File: src/rtl/mult_arb_pkg.sv
// Shared definitions for the multiplier-sharing arbiter: FSM state codes,
// default parameter values and a ceil(log2) helper used to size the ID field.
package mult_arb_pkg;

  // FSM state encodings (kept as plain constants for legacy tool flows)
  localparam logic [1:0] ST_IDLE  = 2'd0;
  localparam logic [1:0] ST_ISSUE = 2'd1;
  localparam logic [1:0] ST_RESP  = 2'd2;

  // Default configuration
  localparam int DEF_WIDTH   = 8;
  localparam int DEF_NUM_REQ = 4;
  localparam int DEF_TIMEOUT = 64;

  // Number of bits needed to encode values 0..value-1
  function automatic int clog2(input int value);
    int r;
    int v;
    r = 0;
    v = value - 1;
    while (v > 0) begin
      r = r + 1;
      v = v >>> 1;
    end
    return r;
  endfunction

endpackage

File: src/rtl/rr_arbiter.sv
// Combinational round-robin grant logic. The search starts one slot above the
// previous winner and wraps once around the request vector; the caller owns
// the pointer register.
module rr_arbiter
  import mult_arb_pkg::*;
#(
  parameter int NUM_REQ = DEF_NUM_REQ,
  parameter int ID_W    = clog2(DEF_NUM_REQ)
) (
  input  logic [NUM_REQ-1:0] i_req,
  input  logic [ID_W-1:0]    i_last,
  output logic [NUM_REQ-1:0] o_grant_oh,
  output logic [ID_W-1:0]    o_grant_idx,
  output logic               o_any
);

  // Rotating-priority scan: first active request above the last winner wins
  always_comb begin
    logic [ID_W-1:0] w_idx;
    logic            w_found;
    o_grant_oh  = {NUM_REQ{1'b0}};
    o_grant_idx = {ID_W{1'b0}};
    w_found     = 1'b0;
    w_idx       = {ID_W{1'b0}};
    for (int k = 1; k <= NUM_REQ; k++) begin
      w_idx = ID_W'((int'(i_last) + k) % NUM_REQ);
      if (!w_found && i_req[w_idx]) begin
        w_found            = 1'b1;
        o_grant_oh[w_idx]  = 1'b1;
        o_grant_idx        = w_idx;
      end else begin
        w_found = w_found;
      end
    end
    o_any = w_found;
  end

endmodule

File: src/rtl/mult_arbiter.sv
// Round-robin front end that shares a single booth_mult among NUM_REQ
// requesters. One operation is in flight at a time: IDLE grants, ISSUE holds
// the multiplier enabled until done, RESP presents the product with its owner.
// Optional build macro: MULT_ARB_TIMEOUT_EN adds a watchdog that abandons an
// operation after TIMEOUT ISSUE cycles and reports it through rsp_err.
module mult_arbiter
  import mult_arb_pkg::*;
#(
  parameter int WIDTH   = DEF_WIDTH,
  parameter int NUM_REQ = DEF_NUM_REQ,
  parameter int ID_W    = clog2(DEF_NUM_REQ),
  parameter int TIMEOUT = DEF_TIMEOUT
) (
  input  logic                       clk,
  input  logic                       rst,
  input  logic [NUM_REQ-1:0]         req_valid,
  output logic [NUM_REQ-1:0]         req_ready,
  input  logic [NUM_REQ*WIDTH-1:0]   req_a,
  input  logic [NUM_REQ*WIDTH-1:0]   req_b,
  output logic                       rsp_valid,
  input  logic                       rsp_ready,
  output logic [ID_W-1:0]            rsp_id,
  output logic [2*WIDTH-1:0]         rsp_m,
  output logic                       rsp_err,
  output logic                       mult_en,
  output logic [WIDTH-1:0]           mult_a,
  output logic [WIDTH-1:0]           mult_b,
  input  logic                       mult_done,
  input  logic [2*WIDTH-1:0]         mult_m,
  output logic                       busy
);

  // Elaboration-time sanity checks on the configuration
  if ((NUM_REQ < 2) || (NUM_REQ > 8)) begin : g_bad_num_req
    $error("mult_arbiter: NUM_REQ must be in 2..8");
  end
  if (ID_W != clog2(NUM_REQ)) begin : g_bad_id_w
    $error("mult_arbiter: ID_W must equal clog2(NUM_REQ)");
  end
  if (TIMEOUT < 1) begin : g_bad_timeout
    $error("mult_arbiter: TIMEOUT must be at least 1");
  end

  logic [1:0]           r_state;
  logic [ID_W-1:0]      r_last;
  logic                 r_mult_en;
  logic [WIDTH-1:0]     r_mult_a;
  logic [WIDTH-1:0]     r_mult_b;
  logic                 r_rsp_valid;
  logic [ID_W-1:0]      r_rsp_id;
  logic [2*WIDTH-1:0]   r_rsp_m;

  logic [NUM_REQ-1:0]   w_grant_oh;
  logic [ID_W-1:0]      w_grant_idx;
  logic                 w_any;
  logic                 w_accept;
  logic [WIDTH-1:0]     w_sel_a;
  logic [WIDTH-1:0]     w_sel_b;
  logic                 w_timeout;

  rr_arbiter #(
    .NUM_REQ (NUM_REQ),
    .ID_W    (ID_W)
  ) u_rr (
    .i_req       (req_valid),
    .i_last      (r_last),
    .o_grant_oh  (w_grant_oh),
    .o_grant_idx (w_grant_idx),
    .o_any       (w_any)
  );

  // A grant is only offered from IDLE; reset forces the grant off at once
  assign w_accept = (r_state == ST_IDLE) && w_any && !rst;

  // Present the grant to the winning requester in the same cycle
  always_comb begin
    if (w_accept) begin
      req_ready = w_grant_oh;
    end else begin
      req_ready = {NUM_REQ{1'b0}};
    end
  end

  // One-hot mux of the winner's operand slices
  always_comb begin
    w_sel_a = {WIDTH{1'b0}};
    w_sel_b = {WIDTH{1'b0}};
    for (int k = 0; k < NUM_REQ; k++) begin
      if (w_grant_oh[k]) begin
        w_sel_a = req_a[k*WIDTH +: WIDTH];
        w_sel_b = req_b[k*WIDTH +: WIDTH];
      end else begin
        w_sel_a = w_sel_a;
        w_sel_b = w_sel_b;
      end
    end
  end

`ifdef MULT_ARB_TIMEOUT_EN
  localparam int CNT_W = clog2(TIMEOUT + 1);

  logic [CNT_W-1:0] r_tmo_cnt;
  logic             r_rsp_err;

  // Watchdog fires on the TIMEOUT-th ISSUE cycle if the multiplier is silent
  assign w_timeout = (r_state == ST_ISSUE) && (r_tmo_cnt == CNT_W'(TIMEOUT - 1));

  // Count ISSUE cycles, restarting from zero on every new grant
  always_ff @(posedge clk or posedge rst) begin
    if (rst) begin
      r_tmo_cnt <= {CNT_W{1'b0}};
    end else if (w_accept) begin
      r_tmo_cnt <= {CNT_W{1'b0}};
    end else if ((r_state == ST_ISSUE) && !w_timeout) begin
      r_tmo_cnt <= r_tmo_cnt + CNT_W'(1);
    end else begin
      r_tmo_cnt <= r_tmo_cnt;
    end
  end

  // Error flag accompanies an abandoned operation until its response is taken
  always_ff @(posedge clk or posedge rst) begin
    if (rst) begin
      r_rsp_err <= 1'b0;
    end else if ((r_state == ST_ISSUE) && !mult_done && w_timeout) begin
      r_rsp_err <= 1'b1;
    end else if ((r_state == ST_RESP) && rsp_ready) begin
      r_rsp_err <= 1'b0;
    end else begin
      r_rsp_err <= r_rsp_err;
    end
  end

  assign rsp_err = r_rsp_err;
`else
  assign w_timeout = 1'b0;
  assign rsp_err   = 1'b0;
`endif

  // Main sequencer: grant, drive the multiplier, then hold the response
  always_ff @(posedge clk or posedge rst) begin
    if (rst) begin
      r_state     <= ST_IDLE;
      r_last      <= ID_W'(NUM_REQ - 1);
      r_mult_en   <= 1'b0;
      r_mult_a    <= {WIDTH{1'b0}};
      r_mult_b    <= {WIDTH{1'b0}};
      r_rsp_valid <= 1'b0;
      r_rsp_id    <= {ID_W{1'b0}};
      r_rsp_m     <= {(2*WIDTH){1'b0}};
    end else begin
      case (r_state)
        ST_IDLE: begin
          if (w_any) begin
            r_last    <= w_grant_idx;
            r_mult_a  <= w_sel_a;
            r_mult_b  <= w_sel_b;
            r_mult_en <= 1'b1;
            r_state   <= ST_ISSUE;
          end else begin
            r_state   <= ST_IDLE;
          end
        end
        ST_ISSUE: begin
          if (mult_done) begin
            r_rsp_m     <= mult_m;
            r_rsp_id    <= r_last;
            r_mult_en   <= 1'b0;
            r_rsp_valid <= 1'b1;
            r_state     <= ST_RESP;
          end else if (w_timeout) begin
            r_rsp_m     <= {(2*WIDTH){1'b0}};
            r_rsp_id    <= r_last;
            r_mult_en   <= 1'b0;
            r_rsp_valid <= 1'b1;
            r_state     <= ST_RESP;
          end else begin
            r_state     <= ST_ISSUE;
          end
        end
        ST_RESP: begin
          // Returning to IDLE (not granting) keeps mult_en low for two cycles
          if (rsp_ready) begin
            r_rsp_valid <= 1'b0;
            r_state     <= ST_IDLE;
          end else begin
            r_state     <= ST_RESP;
          end
        end
        default: begin
          r_mult_en   <= 1'b0;
          r_rsp_valid <= 1'b0;
          r_state     <= ST_IDLE;
        end
      endcase
    end
  end

  assign mult_en   = r_mult_en;
  assign mult_a    = r_mult_a;
  assign mult_b    = r_mult_b;
  assign rsp_valid = r_rsp_valid;
  assign rsp_id    = r_rsp_id;
  assign rsp_m     = r_rsp_m;
  assign busy      = (r_state != ST_IDLE);

endmodule

File: config.mk
export PLATFORM = sky130hd
export DESIGN_NAME = mult_arbiter
export DESIGN_NICKNAME = d
export VERILOG_FILES = /design/src/rtl/mult_arb_pkg.sv /design/src/rtl/rr_arbiter.sv /design/src/rtl/mult_arbiter.sv
export SDC_FILE = /design/constraint.sdc
export NUM_CORES = 1
export LEC_CHECK = 0
export CORE_MARGIN = 8
export CORE_UTILIZATION = 35
export CTS_CLUSTER_DIAMETER = 30
export DETAILED_ROUTE_END_ITERATION = 8
export PLACE_DENSITY = 0.65
export SLEW_MARGIN = 20
export SYNTH_ARGS = -nofsm -noshare
export SYNTH_HDL_FRONTEND = slang
export SYNTH_SLANG_ARGS = --single-unit
File: constraint.sdc
create_clock -name clk -period 4.95 [get_ports clk]
set_input_delay 0.99 -clock clk [delete_from_list [all_inputs] [get_ports clk]]
set_output_delay 0.99 -clock clk [all_outputs]
set_load 0.05 [all_outputs]
==> images/floorplan.png <==
The bar under the picture is 20 um long. Pins as bars on the die edge.
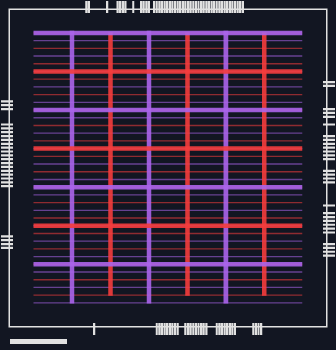
- purple: VSS
- red: VDD
- met1 rails: 36
- met4 straps: 6

==> images/class_map.png <==
Fill, decap, tap and diode cells in grey.
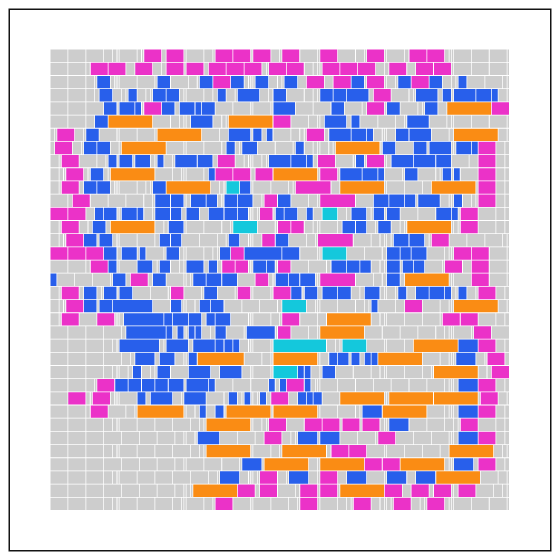
- cyan: clock drivers and dummy loads (cells 8; share of their area 2.5%)
- magenta: remaining buffers and delay cells (cells 141; share of their area 31%)
- orange: registers (cells 40; share of their area 22%)
- blue: remaining logic cells (cells 254; share of their area 44%)
fin area: 0.00467 sq mm
Core Region: 0.00902 sq mm
num rows: 35
post-layout util: 0.518
Seq/total area: 0.215

==> changes_impl.md <==
## Flow update

- Rel. slew slack: 0.373
- Placer Congestion: 0.774
- Max frequency: ~0.22 GHz
- Crit Path Class: flip-flop to output port
- RSZ-0062 raised after global routing: false
- Nets: 538
- Avg Inst Size Synth: slightly below 10 sq um
- DPL Wire Length: between 7000 and 8000 um
- HP Class: flip-flop to flip-flop
- Total Power: about 4.1 mW
- DRC viols: 0
- CP Data Required Time: about 4.0 ns
- Die Height: approximately 110 um
- Via density: around 5.6
- Fa+ha+maj area frac: 0.0314
- Area leader share: 0.298
- Post-Synthesis Cells: 331
- Post-Route WL: roughly 10000 um
- Leakage power total: about 1.8 nW
- Yosys stat area: between 0.003 and 0.004 sq mm
- Final Non-Filler Cells: 554
- EDFF count, synth: 0
- WHS: approximately 0.5 ns
- Clock Latency Late Sink: about 0.3 ns
- Total CTS buffers: 5
- Outcome: finished, final reports clean
- IO Pins: 130
- Fin crit share: 0.923
- Synth cell count leaders: dfrtp_1 (38), a21oi_1 (24), o211ai_1 (24)
- Simple-gate share of the synthesized area: 0.148
- Die width: 111 um
- Clk buf depth: 2
- Fp util: 0.353
- First-pass detailed-route iteration total: 4
- Layout cell share with drive strength beyond 1: 0.165
- Comb gate area: between 0.0015 and 0.002 sq mm
- Slew @ Worst Pin: between 0.9 and 1 ns
- # setup viols final: 0
- CTS Hold Buffers Added: 0
- CP arrival: approximately 3.6 ns
- VDD IR max: 344 uV
- Synthesis-to-finish area growth: 46.6%
- Placed Cells: 546
- Synthesized cell area: roughly 0.0032 sq mm
- Worst hold endpoint: rsp_id[0]
- Cells in synth_stat.txt: 331
- Final Hold Violation Tally: 0
- Worst r2r path cells: 10
- CP Capture Type: output port
- Fillers: approximately 840
- XOR Share, Synth: 0.00275
- First-pass GRT wire length: 17100 um
- CTS tree: yes
- Net count after synthesis: ~430
- FF-to-FF End: mult_b[5]
==> images/clock_wires.png <==
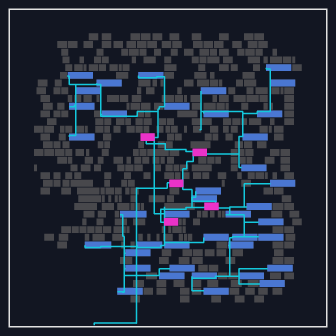
- blue: flip-flops (count 40)
- magenta: clock-net drivers (count 5)
- cyan: clock wires (length 633 um)
- routed clock nets: 6

-- through the flow --
stage	cell area, sq um	worst slack, ns
2_1_floorplan	3190	0.0872
3_3_place_gp	4560	0.545
3_5_place_dp	4560	0.482
4_1_cts	4670	0.372
5_1_grt	4670	0.166
6_report	4670	0.380
-- report_power, final --
group | switching (mW) | internal, mW
combinational | 1.95 | 1.21
clock | 0.133 | 0.152
sequential | 0.115 | 0.514
total | 2.20 | 1.88
-- worst max-delay path, cell delays in order, from the launching register on --
cell	delay, ns
dfstp_2	0.72
inv_1	0.17
ha_1	0.44
mux4_2	0.61
nor3_2	0.39
buf_4	0.23
nand3_1	0.10
a211oi_1	0.42
buf_12	0.19
-- cells by family after synthesis --
logic type      count (synthesis)
buf+inv                        44
flops                          40
xor+xnor                        1
other cells                     1
mux                            21
simple gates                   78
fa+ha+maj                       8
compound gates                138
-- area by class of cell --
| cell class | instances | area share |
|---|---|---|
| multi-input combinational | 247 | 0.422 |
| timing repair buffer | 141 | 0.304 |
| sequential | 40 | 0.215 |
| tap | 111 | 0.0297 |
| clock buffer | 5 | 0.0147 |
| clock inverter | 3 | 0.00991 |
| inverter | 7 | 0.00562 |
-- worst max-delay path by stage --
stage / from / to / slack [ns]
floorplan: r_last[0] / req_ready[1] / 0.09
global placement: req_valid[2] / req_ready[3] / 0.54
detailed placement: req_valid[2] / req_ready[3] / 0.48
CTS: r_last[0] / req_ready[3] / 0.37
global route: r_last[0] / req_ready[3] / 0.17
finish: r_last[0] / req_ready[3] / 0.38
-- flip-flops by register name, summed over array words and instances, names as in the netlist --
register   cells
mult_en        1
mult_b         8
rsp_valid      1
mult_a         8
rsp_m         16
r_last         2
r_state        2
rsp_id         2
-- placed cells by master, fill, tap and decap left out, drive strengths merged, types with 3 or more instances in the layout --
cell | synthesis | layout
clkdlybuf4s50 | 0 | 124
dfrtp | 38 | 38
o211ai | 33 | 33
a21oi | 25 | 25
nand2 | 23 | 23
mux2 | 17 | 17
buf | 21 | 17
a21boi | 16 | 16
o21bai | 16 | 16
nand4 | 16 | 16
and4 | 16 | 16
o31a | 16 | 16
o31ai | 16 | 16
ha | 8 | 8
inv | 7 | 8
o21ai | 7 | 7
clkbuf | 16 | 5
mux4 | 4 | 4
nor2 | 4 | 4
nand3b | 4 | 4
nor3b | 4 | 4
a211oi | 3 | 3
-- layer usage --
metal | share of wire | global-route usage | up-vias
met5 | 0 | 0 | -
met1 | 0.44 | 0.205 | 1486
met4 | 0.0045 | 0.0356 | 0
met3 | 0.060 | 0.0339 | 2
met2 | 0.50 | 0.284 | 95
li1 | - | - | 1499
Power is estimated from default activity; no workload was simulated.
